--- config.mk ---
export PLATFORM = sky130hd
export DESIGN_NAME = lfsr_step
export DESIGN_NICKNAME = d
export VERILOG_FILES = /design/src/rtl/lfsr_pkg.sv /design/src/rtl/lfsr_step.sv
export SDC_FILE = /design/constraint.sdc
export NUM_CORES = 1
export LEC_CHECK = 0
export CELL_PAD_IN_SITES_DETAIL_PLACEMENT = 1
export CELL_PAD_IN_SITES_GLOBAL_PLACEMENT = 2
export CORE_MARGIN = 10
export CORE_UTILIZATION = 11
export DETAILED_ROUTE_END_ITERATION = 7
export PLACE_DENSITY_LB_ADDON = 0.3
export SYNTH_ARGS = -nofsm -noshare
export SYNTH_HDL_FRONTEND = slang
export SYNTH_SLANG_ARGS = --single-unit
--- constraint.sdc ---
create_clock -name vclk -period 3.73
set_input_delay 0.746 -clock vclk [all_inputs]
set_output_delay 0.746 -clock vclk [all_outputs]
set_load 0.05 [all_outputs]
--- src/rtl/lfsr_pkg.sv ---
// Shared LFSR helpers for randomizer/lfsr_checker: XAPP052 tap table, the
// Galois XNOR step with all-ones lockup escape, and the checker state encoding.
package lfsr_pkg;

  typedef enum logic [1:0] {
    HUNT   = 2'd0,
    VERIFY = 2'd1,
    LOCKED = 2'd2
  } lfsr_state_e;

  // Bit 0 is never a tap, so 0 doubles as "unused slot".
  function automatic logic [63:0] tap_bits(input int unsigned a, input int unsigned b = 0,
                                           input int unsigned c = 0, input int unsigned d = 0,
                                           input int unsigned e = 0);
    logic [63:0] t;
    t = 64'd0;
    t[a] = 1'b1;
    t[b] = 1'b1;
    t[c] = 1'b1;
    t[d] = 1'b1;
    t[e] = 1'b1;
    t[0] = 1'b0;
    return t;
  endfunction

  function automatic logic [63:0] lfsr_tap(input int unsigned width);
    logic [63:0] t;
    case (width)
      3:  t = tap_bits(2);
      4:  t = tap_bits(3);
      5:  t = tap_bits(3);
      6:  t = tap_bits(5);
      7:  t = tap_bits(6);
      8:  t = tap_bits(6, 5, 4);
      9:  t = tap_bits(5);
      10: t = tap_bits(7);
      11: t = tap_bits(9);
      12: t = tap_bits(6, 4, 1);
      13: t = tap_bits(4, 3, 1);
      14: t = tap_bits(5, 3, 1);
      15: t = tap_bits(14);
      16: t = tap_bits(15, 13, 4);
      17: t = tap_bits(14);
      18: t = tap_bits(11);
      19: t = tap_bits(6, 2, 1);
      20: t = tap_bits(17);
      21: t = tap_bits(19);
      22: t = tap_bits(21);
      23: t = tap_bits(18);
      24: t = tap_bits(23, 22, 17);
      25: t = tap_bits(22);
      26: t = tap_bits(6, 2, 1);
      27: t = tap_bits(5, 2, 1);
      28: t = tap_bits(25);
      29: t = tap_bits(27);
      30: t = tap_bits(6, 4, 1);
      31: t = tap_bits(28);
      32: t = tap_bits(22, 2, 1);
      33: t = tap_bits(20);
      34: t = tap_bits(27, 2, 1);
      35: t = tap_bits(33);
      36: t = tap_bits(25);
      37: t = tap_bits(5, 4, 3, 2, 1);
      38: t = tap_bits(6, 5, 1);
      39: t = tap_bits(35);
      40: t = tap_bits(38, 21, 19);
      41: t = tap_bits(38);
      42: t = tap_bits(41, 20, 19);
      43: t = tap_bits(42, 38, 37);
      44: t = tap_bits(43, 18, 17);
      45: t = tap_bits(44, 42, 41);
      46: t = tap_bits(45, 26, 25);
      47: t = tap_bits(42);
      48: t = tap_bits(47, 21, 20);
      49: t = tap_bits(40);
      50: t = tap_bits(49, 24, 23);
      51: t = tap_bits(50, 36, 35);
      52: t = tap_bits(49);
      53: t = tap_bits(52, 38, 37);
      54: t = tap_bits(53, 18, 17);
      55: t = tap_bits(31);
      56: t = tap_bits(55, 35, 34);
      57: t = tap_bits(50);
      58: t = tap_bits(39);
      59: t = tap_bits(58, 38, 37);
      60: t = tap_bits(59);
      61: t = tap_bits(60, 46, 45);
      62: t = tap_bits(61, 6, 5);
      63: t = tap_bits(62);
      64: t = tap_bits(63, 61, 60);
      default: t = 64'd0;
    endcase
    return t;
  endfunction

  // Width-generic step on a 64-bit container; bits at and above width stay 0.
  function automatic logic [63:0] lfsr_next(input logic [63:0] cur, input logic [63:0] tap,
                                            input int unsigned width = 64);
    logic [63:0] nxt;
    logic [63:0] ones;
    nxt = 64'd0;
    for (int i = 1; i < 64; i++) begin
      if (i < width) begin
        nxt[i-1] = tap[i] ? ~(cur[i] ^ cur[0]) : cur[i];
      end else begin
        nxt[i-1] = nxt[i-1];
      end
    end
    nxt[width-1] = cur[0];
    ones = (width >= 64) ? {64{1'b1}} : ((64'd1 << width) - 64'd1);
    if (nxt == ones) begin
      nxt = 64'd0;
    end else begin
      nxt = nxt;
    end
    return nxt;
  endfunction

endpackage

--- src/rtl/lfsr_step.sv ---
// Combinational single LFSR step next = f(cur), shared by randomizer and lfsr_checker.
module lfsr_step
  import lfsr_pkg::*;
#(
  parameter int W = 32
) (
  input  logic [W-1:0] cur,
  output logic [W-1:0] next
);

  localparam logic [63:0] TAP_FULL = lfsr_tap(W);

  logic [W-1:0] raw_s;

  // XNOR Galois shift; the all-ones lockup state is folded onto zero.
  always_comb begin
    raw_s = '0;
    raw_s[W-1] = cur[0];
    for (int i = 1; i < W; i++) begin
      raw_s[i-1] = TAP_FULL[i] ? ~(cur[i] ^ cur[0]) : cur[i];
    end
    next = (&raw_s) ? '0 : raw_s;
  end

endmodule

**Run 1: selected gate families**

(3 px per um)
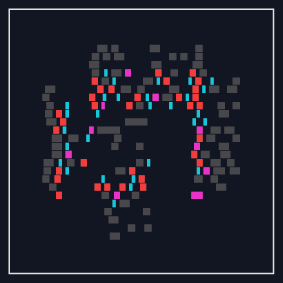
family	color	cells	most used
nand cells	magenta	10	nand4_1
aoi and oai cells	red	32	a31oi_1
inv cells	cyan	29	inv_1

**Run 1: congestion heat map**

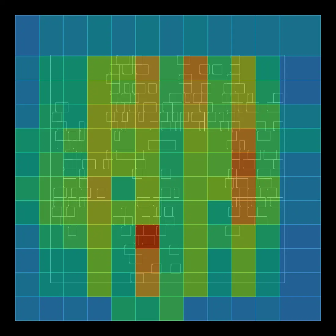
all-layer global routing usage: 0.0720
met3 Resource Use GR: 0.0176
gr busiest metal: met2
Avg WL per Cell: 16.0 um
met1 usage: 0.0793

**Run 1: a small window of the routed layout**

Region (31, 14) to (56, 39) um. Cells in gray, sequential cells in the stronger gray; small squares are vias.
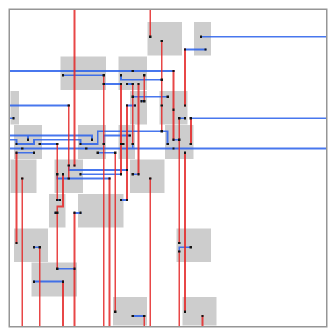
layer	color
M2	red
M1	blue
sequential cells in the window	0
cells with their middle in the window	21
most frequent	buf_4 (7), inv_1 (5), a31oi_1 (5)

## run 1: cell usage after synthesis
library cell,number
a31oi_1,32
buf_6,4
clkbuf_1,6
inv_1,29
nand2_1,1
nand2_4,1
nand3_1,1
nand4_1,7
nor4_2,2
or4_4,1
xor2_1,3
## run 1: kinds of logic (layout without fill, tap and decap cells)
| kind of cell | Yosys count | count (layout) |
|---|---|---|
| simple gates | 13 | 13 |
| xor+xnor | 3 | 3 |
| compound gates | 32 | 32 |
| buf+inv | 39 | 97 |
## run 1: path summary, 6_finish.rpt
path	from	to	slack, ns	cells after the start
worst min-delay path	cur[19]	next[18]	2.19	4
worst max-delay path	cur[0]	next[3]	0.42	5
## run 1: power breakdown
group          internal [mW]  total, mW  switching, mW
clock network              0          0              0
logic                 0.0654      0.175          0.110
registers                  0          0              0
==> results.yml, run 1 <==
# physical design summary
run_status:
  outcome: "finished clean"
global_routing:
  overflow: 0
  grt_max_degree: 33
  grt_pass1_wl_mm: 4.64
  grt_use_met2: 0.142
job:
  warning_count: 33
power:
  ir_drop_mv: 0.0363
  power_density_nw_per_um2: 158
  p_leak_nw: 0.552
routing:
  route.detailed.drc: 0
  met2WireLength_mm: 1.67
  ant_nets: 0
  drtPass1Iterations: 4
  finalWirelength_mm: 3.16
finish:
  final_layout_size_suffix_gt1_frac: 0.276
  final_cell_area_um2: 1110
  num-nonclk-buffers: 68
  finalNonFillerCells: 197
  seq_area_um2: 0
  clock_area_frac: 0
  fill_cells: 547
  final_cell_mix: "buf_4, a31oi_1, clkdlybuf4s50_1"
  finalNetCount: 179
  area_growth_pct: 120
  diodes: 0
  dominant_cells: "buffers"
  comb_area_um2: 344
  logic_gates: 48
  utilization: 0.253
clock_network:
  cts-hold-fix-buffers: 0
  post_cts_buffers: 0
  cts.repair.resized: 0
logic_synthesis:
  synth.avg_cell_area_um2: 5.78
  yosysTopAreaCell: "a31oi_1"
  compound_area_frac: 0.398
  simple_gate_share: 0.199
  mux_share: 0
  yosys.cell_types.count: 11
  yosys_warnings: 0
  area_leaders: "a31oi_1, inv_1, buf_6"
  yosys-stat-area_um2: 503
  synth.logic.top_family: "AND-OR/OR-AND gates"
  postSynthNetCount: 119
sta:
  setup_viol: 0
  whs_ns: 2.19
  setup_ws_ns: 0.424
  hold_viol: 0
  period_minus_slack_ns: 3.31
  relSlewSlack: 0.780
setup_path:
  startpoint_type: "input pin"
  crit_buf_inv: 2
  criticalPathCategory: "in -> out"
  crit_slowest_cell: "or4_4"
  cp.required_ns: 2.98
  endpoint_kind: "primary output"
  cp_max_fo: 32
floorplan:
  rows: 24
  core-area_um2: 4380
  chipArea_um2: 7680
  initial_core_util: 0.115
  taps: 52
worst_hold_path:
  hold_path_class: "in -> out"
placed_design:
  place_area_um2: 1110
  gp_congestion: 0.735
  dp_cells: 197
**Run 1: port wiring**

(6 px per um)
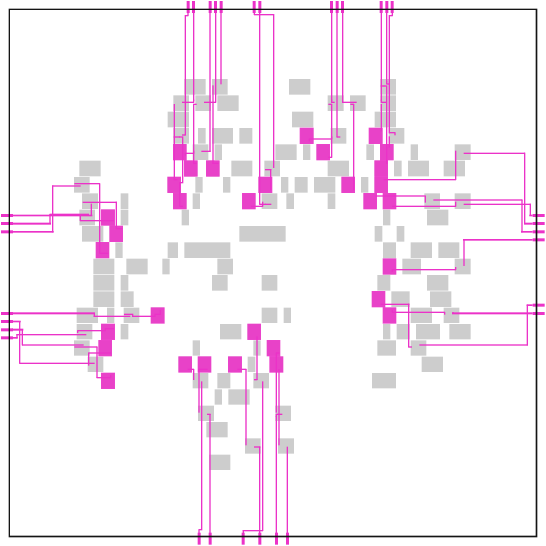

--- run 2 (diff from run 1) ---
CORE_UTILIZATION = 10   (was 11)
clock period = 3.7 ns   (was 3.73 ns; I/O delays follow)
**Run 2: port wiring**

(4 px per um)
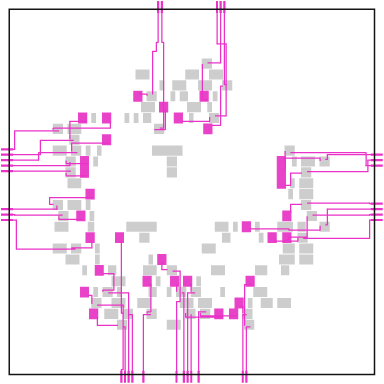
port	color	bits	direction	end cells	buffers	wire
next	magenta	32	output	32	32	864 um
PortBufs: 64
Top Ports: 64

**Run 2: congestion heat map**

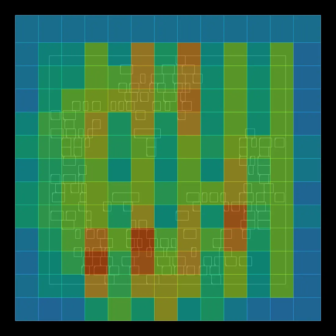
met1 usage: 0.0862
Avg WL per Cell: 15.1 um

**Run 2: a small window of the routed layout**

Region (33, 15) to (58, 40) um. Cells in gray, sequential cells in the stronger gray; small squares are vias.
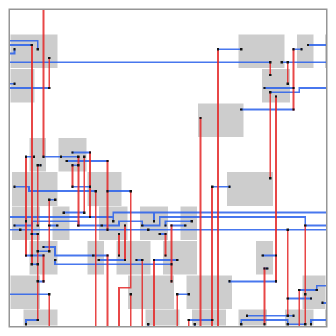
layer	color
M2	red
M1	blue
sequential cells in the window	0
most frequent	clkdlybuf4s50_1 (7), inv_1 (6), a31oi_1 (5)
cells with their middle in the window	24

==> run 2 against run 1 <==
  * Cell count increased by 7.1%
  * Sequential share of layout area is the same
  * Global-route usage barely moved
  * Combinational power is essentially flat
  * Design area is 1.0% higher
  * Non-clock buffer count down 1
  * Synthesized area stayed put
  * Power increased by 0.75%
  * Worst hold slack lost 0.0094 ns
  * Flip-flop count unchanged
  * Critical path depth stayed put
  * Count of clock-buffer cells in the layout unchanged
  * Critical endpoint unchanged
==> results.yml, run 2 <==
# physical design summary
sta:
  finalSetupTns_ns: 0
  tightest_slew_ns: 0.357
  whs_ns: 2.18
  hold_viol: 0
  period_minus_slack_ns: 3.33
  rsz0062_at_grt: "false"
  setup_ws_ns: 0.373
  setup_viol: 0
  relSlewSlack: 0.762
logic_synthesis:
  netlist_instances: 87
  yosys.cell_types.count: 11
  synth_dominant_cell_count: "a31oi_1"
  yosysTopAreaCell: "a31oi_1"
  synth.avg_cell_area_um2: 5.78
  postSynthNetCount: 119
  yosys-stat-area_um2: 503
  ys_cells: 87
  yosys_warnings: 0
  area_leaders: "a31oi_1, inv_1, buf_6"
  synthTopCellsByCount: "a31oi_1, inv_1, nand4_1"
power:
  p_leak_nw: 0.547
  power_density_nw_per_um2: 158
  ir_drop_mv: 0.0412
floorplan:
  chipArea_um2: 8270
  core-area_um2: 4790
  rows: 25
  initial_core_util: 0.105
finish:
  diodes: 0
  fill_cells: 593
  finalNonFillerCells: 211
  flop-count: 0
  final_cell_area_um2: 1120
  final_cell_mix: "buf_4, a31oi_1, clkdlybuf4s50_1"
  utilization: 0.234
  seq_area_um2: 0
  area_growth_pct: 123
  finalNetCount: 178
  final_layout_size_suffix_gt1_frac: 0.271
global_routing:
  busiest_layer: "met2"
  grtUsageTotal: 0.0722
  grt_pass1_wl_mm: 5.21
  overflow: 0
  grt_util_met3: 0.0133
  grt_use_met2: 0.137
  grt_max_degree: 33
  grt_pass1_vias: 957
routing:
  finalWirelength_mm: 3.18
  route.detailed.drc: 0
  dr.max_layer_used: "met3"
  ant_nets: 0
  drtPass1Iterations: 2
  met2WireLength_mm: 1.63
setup_path:
  crit_slowest_cell: "or4_4"
  critPathLaunch: "cur[0]"
  endpoint_kind: "primary output"
  timing.critical_path.to: "next[3]"
  criticalPathCategory: "in -> out"
  max_stage_delay_ns: 0.60
  startpoint_type: "input pin"
  crit_buf_inv: 2
  cp.depth: 5
  cp.required_ns: 2.96
  cp_max_fo: 32
placed_design:
  dp_cells: 211
  place_area_um2: 1120
  gp_congestion: 0.664
clock_network:
  cts.repair.resized: 0
  cts-hold-fix-buffers: 0
  post_cts_buffers: 0
worst_hold_path:
  hold_depth: 4
  hold_path_class: "in -> out"
  worstHoldStart: "cur[13]"
  min_to: "next[12]"
run_status:
  outcome: "finished clean"
job:
  warning_count: 33
run 2: cell counts after synthesis:
No cell type changed its count.
run 2: area by class of cell:
| type | instances | area (um^2) | share of cell area |
|---|---|---|---|
| inverter | 29 | 109 | 0.0972 |
| multi-input combinational | 48 | 344 | 0.307 |
| timing repair buffer | 67 | 583 | 0.521 |
| tap | 67 | 83.8 | 0.0749 |
run 2: kinds of logic (layout without fill, tap and decap cells):
logic type	Yosys count	in the layout	share of synthesized area
simple gates	13	13	0.199
buf+inv	39	96	0.351
xor+xnor	3	3	0.0522
compound gates	32	32	0.398
run 2: power breakdown:
group	switching, mW	total [mW]	internal, mW
combinational	0.111	0.177	0.0659
sequential	0	0	0
clock	0	0	0
total	0.111	0.177	0.0659
**Run 2: cells colored by class**

(4 px per um)
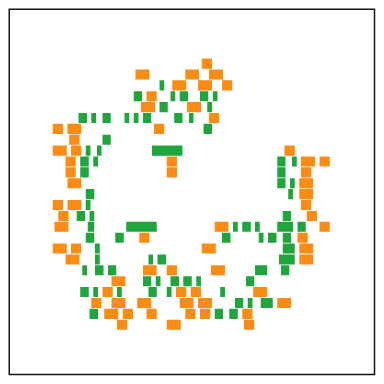

--- run 3 (diff from run 2) ---
CORE_ASPECT_RATIO = 0.5   (was default)
CORE_MARGIN = 3   (was 10)
**Run 3: cells colored by class**

(4 px per um)
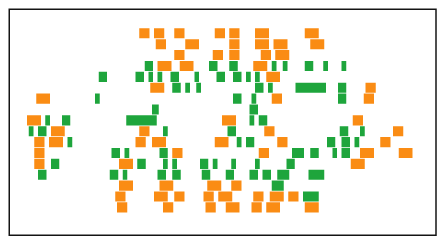
class	color	cells
remaining buffers and delay cells	orange	68
remaining logic cells	green	77
FP Rows: 17
post-route cell area: 1130 um^2

**Run 3: congestion heat map**

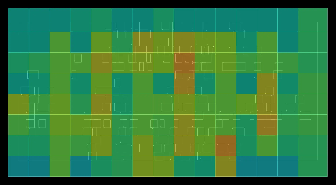
Avg WL per Cell: 12.2 um
met1 usage: 0.113
met2 Use GR: 0.150
Final Util: 0.244
all-layer global routing usage: 0.0817

==> run 3 against run 2 <==
  * Design area rose by 0.56%
  * Highest routed layer unchanged
  * Maximum frequency down 0.19%
  * First-iteration DRC count fell by 78%
  * Die size is 28% lower
  * Via count shrank 2.8%
  * Power is 0.94% lower
  * Wire length fell by 19%
  * Critical path depth did not move
  * Non-clock buffer count is 1 higher
  * Worst hold slack got worse by 0.0089 ns
==> results.yml, run 3 <==
# physical design summary
sta:
  period_minus_slack_ns: 3.33
  hold_viol: 0
  whs_ns: 2.17
  slew_violations: 0
  setup_ws_ns: 0.367
  rsz0062_at_grt: "false"
  finalSetupTns_ns: 0
  relSlewSlack: 0.730
  setup_viol: 0
  tightest_slew_ns: 0.403
worst_hold_path:
  hold_path_class: "in -> out"
  hold_depth: 4
power:
  clk-power_uw: 0
  switchingPower_uw: 109
  power.share.switching: 0.623
  pwr-share-clk: 0
  p_comb_uw: 175
  sequentialPower_uw: 0
  p_leak_nw: 0.552
  power_frac_comb: 1.000
  maxPowerGroup: "combinational logic"
  seqPwrFrac: 0
  p_int_uw: 65.9
setup_path:
  cp.depth: 5
  criticalPathCategory: "in -> out"
  cp.required_ns: 2.96
  crit_slowest_cell: "or4_4"
  cp_max_fo: 32
  startpoint_type: "input pin"
  crit_buf_inv: 2
  endpoint_kind: "primary output"
  max_stage_delay_ns: 0.61
  crit_chain: "clkdlybuf4s50_1 -> or4_4 -> nand2_4 -> a31oi_1 -> buf_4"
finish:
  comb_area_um2: 344
  clkbuf_count: 0
  seq_area_um2: 0
  area_growth_pct: 124
  final_cell_mix: "buf_4, a31oi_1, clkdlybuf4s50_1"
  finalNetCount: 179
  final_layout_size_suffix_gt1_frac: 0.276
  diodes: 0
  flop-count: 0
  fill_cells: 576
  finalNonFillerCells: 211
routing:
  drtPass1Iterations: 4
  finalWirelength_mm: 2.58
  route.detailed.drc: 0
  ant_nets: 0
logic_synthesis:
  netlist_instances: 87
  synth_dominant_cell_count: "a31oi_1"
  yosys_warnings: 0
  synth.avg_cell_area_um2: 5.78
  yosys.cell_types.count: 11
  synthTopCellsByCount: "a31oi_1, inv_1, nand4_1"
  area_leaders: "a31oi_1, inv_1, buf_6"
  yosys-stat-area_um2: 503
  postSynthNetCount: 119
  yosysTopAreaCell: "a31oi_1"
floorplan:
  core-area_um2: 4620
  initial_core_util: 0.109
  io_pins: 64
  chipArea_um2: 5970
job:
  warning_count: 33
run_status:
  outcome: "finished clean"
clock_network:
  cts.repair.resized: 0
  cts-hold-fix-buffers: 0
  post_cts_buffers: 0
placed_design:
  dp_cells: 211
  gp_congestion: 0.605
  portBuffers: 64
  place_area_um2: 1130
global_routing:
  grt_pass1_vias: 827
  busiest_layer: "met2"
  antenna_found_initial: 0
  overflow: 0
  grt_util_met3: 0.00232
  grt_max_degree: 33
**Run 3: port wiring**

(6 px per um)
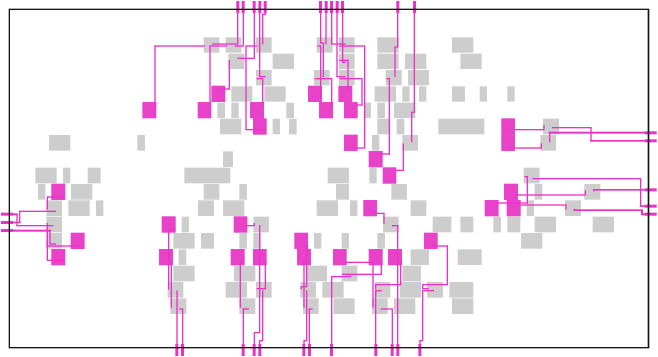
port	color	bits	direction	end cells	buffers	wire
next	magenta	32	output	32	32	660 um

==> run 3: routing by layer <==
metal / part of all wire / up-vias
li1: - / 430
met1: 0.45 / 356
met2: 0.51 / 15
met3: 0.035 / 0
met4: 0 / 0
met5: 0 / -
==> run 3: logic make-up after synthesis <==
| group | count (synthesis) | share of synthesized area |
|---|---|---|
| AOI/OAI and AO/OA | 32 | 0.398 |
| and+or+nand+nor | 13 | 0.199 |
| xor gates and xnor gates | 3 | 0.0522 |
| buffers and inverters | 39 | 0.351 |
==> run 3: path summary, 6_finish.rpt <==
path / startpoint / to
hold / removal: cur[4] / next[3]
setup / recovery: cur[0] / next[14]
==> run 3: final cells by class <==
cell class,instances,area share
well taps,66,0.0733
repair buffers,68,0.524
inverters,29,0.0967
multi-input cells,48,0.306
Power figures rest on the tool's default switching activity, not on a simulated workload.
